<file path="src/rtl/cpu_pkg.sv">
// Shared CPU definitions: datapath widths, the hard-wired zero register and
// the writeback entry carried through the long-latency result buffer.
package cpu_pkg;

    localparam int DATA_W     = 16;
    localparam int REG_ADDR_W = 4;

    localparam logic [REG_ADDR_W-1:0] R_ZERO = 4'd0;

    typedef struct packed {
        logic [REG_ADDR_W-1:0] rd;
        logic [DATA_W-1:0]     data;
    } wb_entry_t;

endpackage

</file>
<file path="src/rtl/wb_skid_fifo.sv">
// Small FIFO holding long-latency writeback results until the register file
// write port is free. DEPTH must be a power of two so the pointers wrap freely.
module wb_skid_fifo
    import cpu_pkg::*;
#(
    parameter int DEPTH = 2
) (
    input  logic      clk,
    input  logic      rst,
    input  logic      push,
    input  wb_entry_t push_entry,
    input  logic      pop,
    output wb_entry_t head,
    output logic      full,
    output logic      empty
);

    localparam int PTR_W = (DEPTH > 1) ? $clog2(DEPTH) : 1;
    localparam int CNT_W = $clog2(DEPTH + 1);

    wb_entry_t        mem [DEPTH];
    logic [PTR_W-1:0] wr_ptr;
    logic [PTR_W-1:0] rd_ptr;
    logic [CNT_W-1:0] count;
    logic             do_push;
    logic             do_pop;

    assign do_push = push && !full;
    assign do_pop  = pop && !empty;
    assign full    = (count == CNT_W'(DEPTH));
    assign empty   = (count == '0);
    assign head    = mem[rd_ptr];

    always_ff @(posedge clk or posedge rst) begin
        if (rst) begin
            wr_ptr <= '0;
            rd_ptr <= '0;
            count  <= '0;
        end else begin
            if (do_push) wr_ptr <= wr_ptr + PTR_W'(1);
            if (do_pop)  rd_ptr <= rd_ptr + PTR_W'(1);
            case ({do_push, do_pop})
                2'b10:   count <= count + CNT_W'(1);
                2'b01:   count <= count - CNT_W'(1);
                default: count <= count;
            endcase
        end
    end

    // Storage needs no reset: reset empties the FIFO, so stale entries are never read.
    always_ff @(posedge clk) begin
        if (do_push) mem[wr_ptr] <= push_entry;
    end

endmodule

</file>
<file path="src/rtl/wb_arbiter.sv">
// Writeback arbiter: merges ALU and long-latency results onto the register
// file write port and tracks busy registers. Macro WB_BYPASS_EN adds forwarding.
module wb_arbiter
    import cpu_pkg::*;
#(
    parameter int BUF_DEPTH = 2
) (
    input  logic                  clk,
    input  logic                  rst,
    input  logic                  alu_wr_en,
    input  logic [REG_ADDR_W-1:0] alu_wr_reg,
    input  logic [DATA_W-1:0]     alu_wr_data,
    input  logic                  lu_valid,
    output logic                  lu_ready,
    input  logic [REG_ADDR_W-1:0] lu_reg,
    input  logic [DATA_W-1:0]     lu_data,
    input  logic                  issue_lu,
    input  logic [REG_ADDR_W-1:0] issue_reg,
    input  logic [REG_ADDR_W-1:0] chk_reg_a,
    input  logic [REG_ADDR_W-1:0] chk_reg_b,
    output logic                  hazard,
    output logic                  reg_write,
    output logic [REG_ADDR_W-1:0] write_reg,
    output logic [DATA_W-1:0]     write_data
`ifdef WB_BYPASS_EN
    ,
    output logic                  fwd_a_hit,
    output logic                  fwd_b_hit,
    output logic [DATA_W-1:0]     fwd_data_a,
    output logic [DATA_W-1:0]     fwd_data_b
`endif
);

    localparam int NUM_REGS = 1 << REG_ADDR_W;

    wb_entry_t           lu_entry;
    wb_entry_t           head;
    wb_entry_t           sel_entry;
    logic                sel_valid;
    logic                sel_is_lu;
    logic                fifo_push;
    logic                fifo_pop;
    logic                fifo_full;
    logic                fifo_empty;
    logic                lu_fire;
    logic                port_hit_a;
    logic                port_hit_b;
    logic [NUM_REGS-1:0] busy;

    assign lu_entry = '{rd: lu_reg, data: lu_data};
    assign lu_ready = !fifo_full;
    assign lu_fire  = lu_valid && lu_ready;

    wb_skid_fifo #(.DEPTH(BUF_DEPTH)) u_fifo (
        .clk        (clk),
        .rst        (rst),
        .push       (fifo_push),
        .push_entry (lu_entry),
        .pop        (fifo_pop),
        .head       (head),
        .full       (fifo_full),
        .empty      (fifo_empty)
    );

    // ALU first, then the oldest buffered result, then a direct bypass of the offer.
    always_comb begin
        sel_entry = '{rd: alu_wr_reg, data: alu_wr_data};
        sel_valid = 1'b0;
        sel_is_lu = 1'b0;
        fifo_push = 1'b0;
        fifo_pop  = 1'b0;
        if (alu_wr_en) begin
            sel_valid = 1'b1;
            fifo_push = lu_fire;
        end else if (!fifo_empty) begin
            sel_entry = head;
            sel_valid = 1'b1;
            sel_is_lu = 1'b1;
            fifo_pop  = 1'b1;
            fifo_push = lu_fire;
        end else if (lu_fire) begin
            sel_entry = lu_entry;
            sel_valid = 1'b1;
            sel_is_lu = 1'b1;
        end
    end

    always_ff @(posedge clk or posedge rst) begin
        if (rst) begin
            reg_write  <= 1'b0;
            write_reg  <= '0;
            write_data <= '0;
        end else begin
            reg_write <= sel_valid && (sel_entry.rd != R_ZERO);
            if (sel_valid) begin
                write_reg  <= sel_entry.rd;
                write_data <= sel_entry.data;
            end
        end
    end

    // Busy clears as the result is loaded onto the port; a same-cycle issue re-sets it.
    always_ff @(posedge clk or posedge rst) begin
        if (rst) begin
            busy <= '0;
        end else begin
            if (sel_valid && sel_is_lu) busy[sel_entry.rd] <= 1'b0;
            if (issue_lu && (issue_reg != R_ZERO)) busy[issue_reg] <= 1'b1;
        end
    end

    assign port_hit_a = reg_write && (write_reg != R_ZERO) && (write_reg == chk_reg_a);
    assign port_hit_b = reg_write && (write_reg != R_ZERO) && (write_reg == chk_reg_b);

`ifdef WB_BYPASS_EN
    assign fwd_a_hit  = port_hit_a;
    assign fwd_b_hit  = port_hit_b;
    assign fwd_data_a = write_data;
    assign fwd_data_b = write_data;
    assign hazard     = busy[chk_reg_a] | busy[chk_reg_b];
`else
    // The register file samples reads on the write edge, so an in-flight write must stall.
    assign hazard     = busy[chk_reg_a] | busy[chk_reg_b] | port_hit_a | port_hit_b;
`endif

endmodule

</file>
<file path="config.mk">
export PLATFORM = sky130hd
export DESIGN_NAME = wb_arbiter
export DESIGN_NICKNAME = d
export VERILOG_FILES = /design/src/rtl/cpu_pkg.sv /design/src/rtl/wb_skid_fifo.sv /design/src/rtl/wb_arbiter.sv
export SDC_FILE = /design/constraint.sdc
export NUM_CORES = 1
export LEC_CHECK = 0
export ABC_CLOCK_PERIOD_IN_PS = 3050
export CORE_MARGIN = 4
export CORE_UTILIZATION = 31
export CTS_BUF_LIST = sky130_fd_sc_hd__clkbuf_16
export CTS_CLUSTER_DIAMETER = 150
export CTS_CLUSTER_SIZE = 40
export DETAILED_ROUTE_END_ITERATION = 6
export PLACE_DENSITY = 0.63
export SLEW_MARGIN = 20
export SYNTH_ARGS = -nofsm -noshare
export SYNTH_HDL_FRONTEND = slang
export SYNTH_HIERARCHICAL = 1
export SYNTH_SLANG_ARGS = --single-unit
</file>
<file path="constraint.sdc">
create_clock -name clk -period 3.05 [get_ports clk]
set_input_delay 0.7625 -clock clk [delete_from_list [all_inputs] [get_ports clk]]
set_output_delay 0.7625 -clock clk [all_outputs]
set_load 0.02 [all_outputs]
</file>
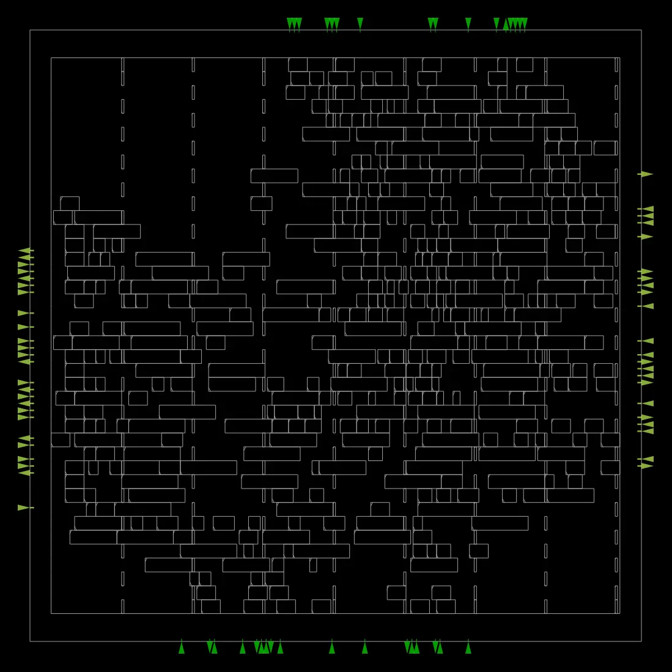
Fig. 1. Placement view.
cell row count: 40
core area: 12100 µm²

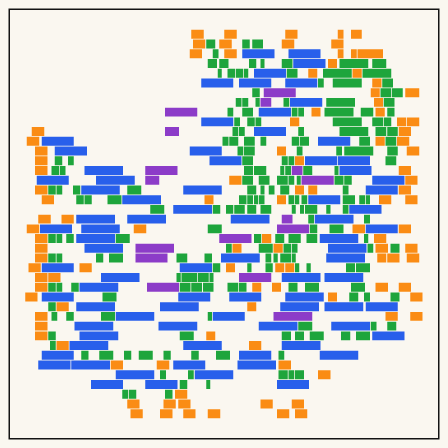
Fig. 2. Placement by cell class.
class	colour	cells	share of their area
remaining logic cells	green	207	30%
registers	blue	81	44%
clock drivers and dummy loads	purple	16	6.5%
remaining buffers and delay cells	orange	108	20%

## stage by stage
stage / hold WS (ps) / cell area [µm²] / worst slack (ps) / utilization / power [W]
finish: 507 / 5330 / 50.8 / 0.440 / 0.00492
detailed placement: 499 / 5010 / -942 / 0.414 / 0.00372
floorplan: 460 / 3870 / 31.1 / - / 0.00293
global route: 534 / 5330 / 4.73 / 0.440 / 0.00520
CTS: 512 / 5330 / 3.93 / 0.440 / 0.00494
global placement: 489 / 5010 / -884 / 0.414 / 0.00368
## power groups by stage
stage               Clock (W)  Combinational, W  Sequential (W)
floorplan                   0           0.00111         0.00182
global placement            0           0.00192         0.00176
detailed placement          0           0.00195         0.00177
CTS                   0.00123           0.00195         0.00176
global route          0.00127           0.00213         0.00180
finish                0.00121           0.00195         0.00176
## synth_stat cells (2+ instances only)
cell        n  area share
mux4_2      5       0.029
mux2_2     21       0.061
edfxtp_1   40        0.31
buf_2       3      0.0039
mux2i_1     4       0.010
a21o_1      2      0.0039
nor2_1      8      0.0078
clkbuf_1    6      0.0058
xor2_1      6       0.014
nand3_1     5      0.0065
o2bb2ai_1   3      0.0068
o22a_1      2      0.0045
xnor2_1     7       0.016
o21ai_0    26       0.034
o31ai_1     3      0.0058
buf_4       3      0.0058
dfrtp_1    41        0.27
inv_1       8      0.0078
nand2_1     9      0.0087
a21oi_1    18       0.023
nand3b_1    3      0.0058
o22ai_1    27       0.044
a22oi_1    11       0.021
or2_2       2      0.0032
mux4_1      4       0.027
nand2b_1    7       0.011
o41ai_1     3      0.0068
## metal layers
layer / wire [µm] / part of all wire / up-vias
met1: 4620 / 0.46 / 1407
met3: 485 / 0.048 / 14
met2: 4740 / 0.47 / 95
li1: - / - / 1398
met4: 189 / 0.019 / 0
met5: 0 / 0 / -
## worst max-delay path: stages
cell	delay, ps
buf_12	90
mux4_2	500
mux4_2	460
a211o_1	290
buf_6	130
## final cells by class
| cell class | instances | share of cell area |
|---|---|---|
| inverters | 9 | 0.00634 |
| flip-flops and latches | 81 | 0.418 |
| repair buffers | 108 | 0.188 |
| clock inverters | 7 | 0.0204 |
| multi-input cells | 198 | 0.285 |
| well taps | 168 | 0.0394 |
| clock buffers | 9 | 0.0423 |
## path summary, 6_finish.rpt
kind                                             start                          end  slack, ps
hold / removal             u_fifo/count[1]$_DFFE_PP0P_  u_fifo/count[1]$_DFFE_PP0P_        510
setup reg to reg           u_fifo/count[0]$_DFFE_PP0P_            busy[9]$_DFF_PP0_        560
setup / recovery                          chk_reg_a[0]                       hazard         50
hold reg to reg            u_fifo/count[1]$_DFFE_PP0P_  u_fifo/count[1]$_DFFE_PP0P_        510
min in group asynchronous                          rst  u_fifo/count[0]$_DFFE_PP0P_        670
max in group asynchronous                          rst            busy[3]$_DFF_PP0_       1490
## cells by family (layout without fill, tap and decap cells)
family / Yosys count / in the layout / share of synthesized area
AND-OR/OR-AND: 104 / 104 / 0.168
XOR/XNOR: 13 / 13 / 0.0295
adder cells (fa/ha/maj): 1 / 1 / 0.00324
buffers and inverters: 23 / 133 / 0.0282
flip-flops: 81 / 81 / 0.576
multiplexers: 34 / 34 / 0.128
AND/OR/NAND/NOR: 46 / 46 / 0.0673
==> flow_metrics.env <==
# source this file to load flow results
export IMPL_powerDensity_nw_per_um2=923
export IMPL_yosys_warnings=6
export IMPL_comb_power_share=0.397
export IMPL_startpoint_type="input pin"
export IMPL_postSynthCellCount=302
export IMPL_overflow=0
export IMPL_die_height_um=120
export IMPL_layout_area_comb_um2=1520
export IMPL_largest_register_ffs=40
export IMPL_ys_ff=81
export IMPL_power_switching_w=0.00168
export IMPL_ys_seq_share=0.576
export IMPL_grt_max_degree=27
export IMPL_top_regs="u_fifo/mem (40), busy (16), write_data (16)"
export IMPL_lay_top_cells="clkdlybuf4s50_1 (73), dfrtp_1 (41), edfxtp_1 (40)"
export IMPL_synthArstFlopShare=0.506
export IMPL_drive_gt1_frac=0.206
export IMPL_post_dp_hpwl_um=7430
export IMPL_clk_path_buf_depth=2
export IMPL_busiest_layer="met2"
export IMPL_worst_pin_slew_ps=566
export IMPL_cts_sinks=81
export IMPL_io_pins=80
export IMPL_drc=0
export IMPL_first_pass_iters=4
export IMPL_p_leak_nw=1.98
export IMPL_num_vias=2914
export IMPL_fin_nets=465
export IMPL_final_antenna_net_count=0
export IMPL_worstPathArrival_ps=2240
export IMPL_seqCellArea_um2=2230
export IMPL_synth_distinct_cells=52
export IMPL_grt_met3_usage=0.0287
export IMPL_viasPerCell=5.02
export IMPL_first_iter_violations=152
export IMPL_hold_class="register to register"
export IMPL_p_sw_frac=0.342
export IMPL_insertion_delay_ps=340
export IMPL_internal_power_w=0.00323
export IMPL_warnings=26
export IMPL_grt_use_met2=0.226
export IMPL_place_inst=564
export IMPL_grt_pass1_vias=3161
export IMPL_cts_buffers=9
export IMPL_cts_tree="yes"
export IMPL_place_gp_congestion=0.815
export IMPL_crit_required_ps=2290
export IMPL_lay_top_count="clkdlybuf4s50_1"
export IMPL_max_slew_margin=0.622
export IMPL_vdd_ir_drop_max_mv=0.391
export IMPL_slew_viol_final=0
export IMPL_wl_um=10000
export IMPL_period_needed_ps=3000
export IMPL_stdcell_count=580
export IMPL_setup_viol=0
export IMPL_hold_path_depth=1
export IMPL_grt_pass1_wl_um=16100
export IMPL_finalClockSkew_ps=7.72
export IMPL_ys_area_um2=3870
export IMPL_port_buffers=79
export IMPL_antenna_found_initial=0
export IMPL_seqPwrFrac=0.357
export IMPL_clock_root_buffer="clkbuf_16"
export IMPL_fp_util=0.319
export IMPL_cts_resized=19
export IMPL_setup_tns_ps=0
export IMPL_fmax_ghz=0.333
export IMPL_fp_dieW_um=120
export IMPL_flop_cell="dfrtp_1"
export IMPL_cts_setup_buffers=0
export IMPL_pwr_share_clk=0.246
export IMPL_ctsHoldBuffers=0
export IMPL_syn_area_um2=3870
export IMPL_worstSetupPathType="input pin to output pin"
export IMPL_syn_avg_cell_area_um2=12.8
export IMPL_die_area_um2=14300
export IMPL_endpoint_kind="output pin"
export IMPL_postSynthNetCount=360
export IMPL_hold_viol=0
export IMPL_grt_util_met1=0.191
export IMPL_grt_usage=0.142
export IMPL_path_max_fanout=5
export IMPL_cap_violations=0
export IMPL_syn_to_final_growth_pct=37.8
export IMPL_edf_count=40
export IMPL_htree_levels=3
export IMPL_post_drt_wl_per_cell_um=17.3
export IMPL_regMostFlops="u_fifo/mem"
export IMPL_insertedDiodeCount=0
export IMPL_fin_crit_sh=0.983
export IMPL_status="finished, final reports clean"
export IMPL_clk_pin_slew_ps=70
export IMPL_ys_cells=302
export IMPL_worst_r2r_cell_count=6
export IMPL_fillers=1177
export IMPL_rsz0062_at_grt="false"
Power and IR drop assume default switching activity.
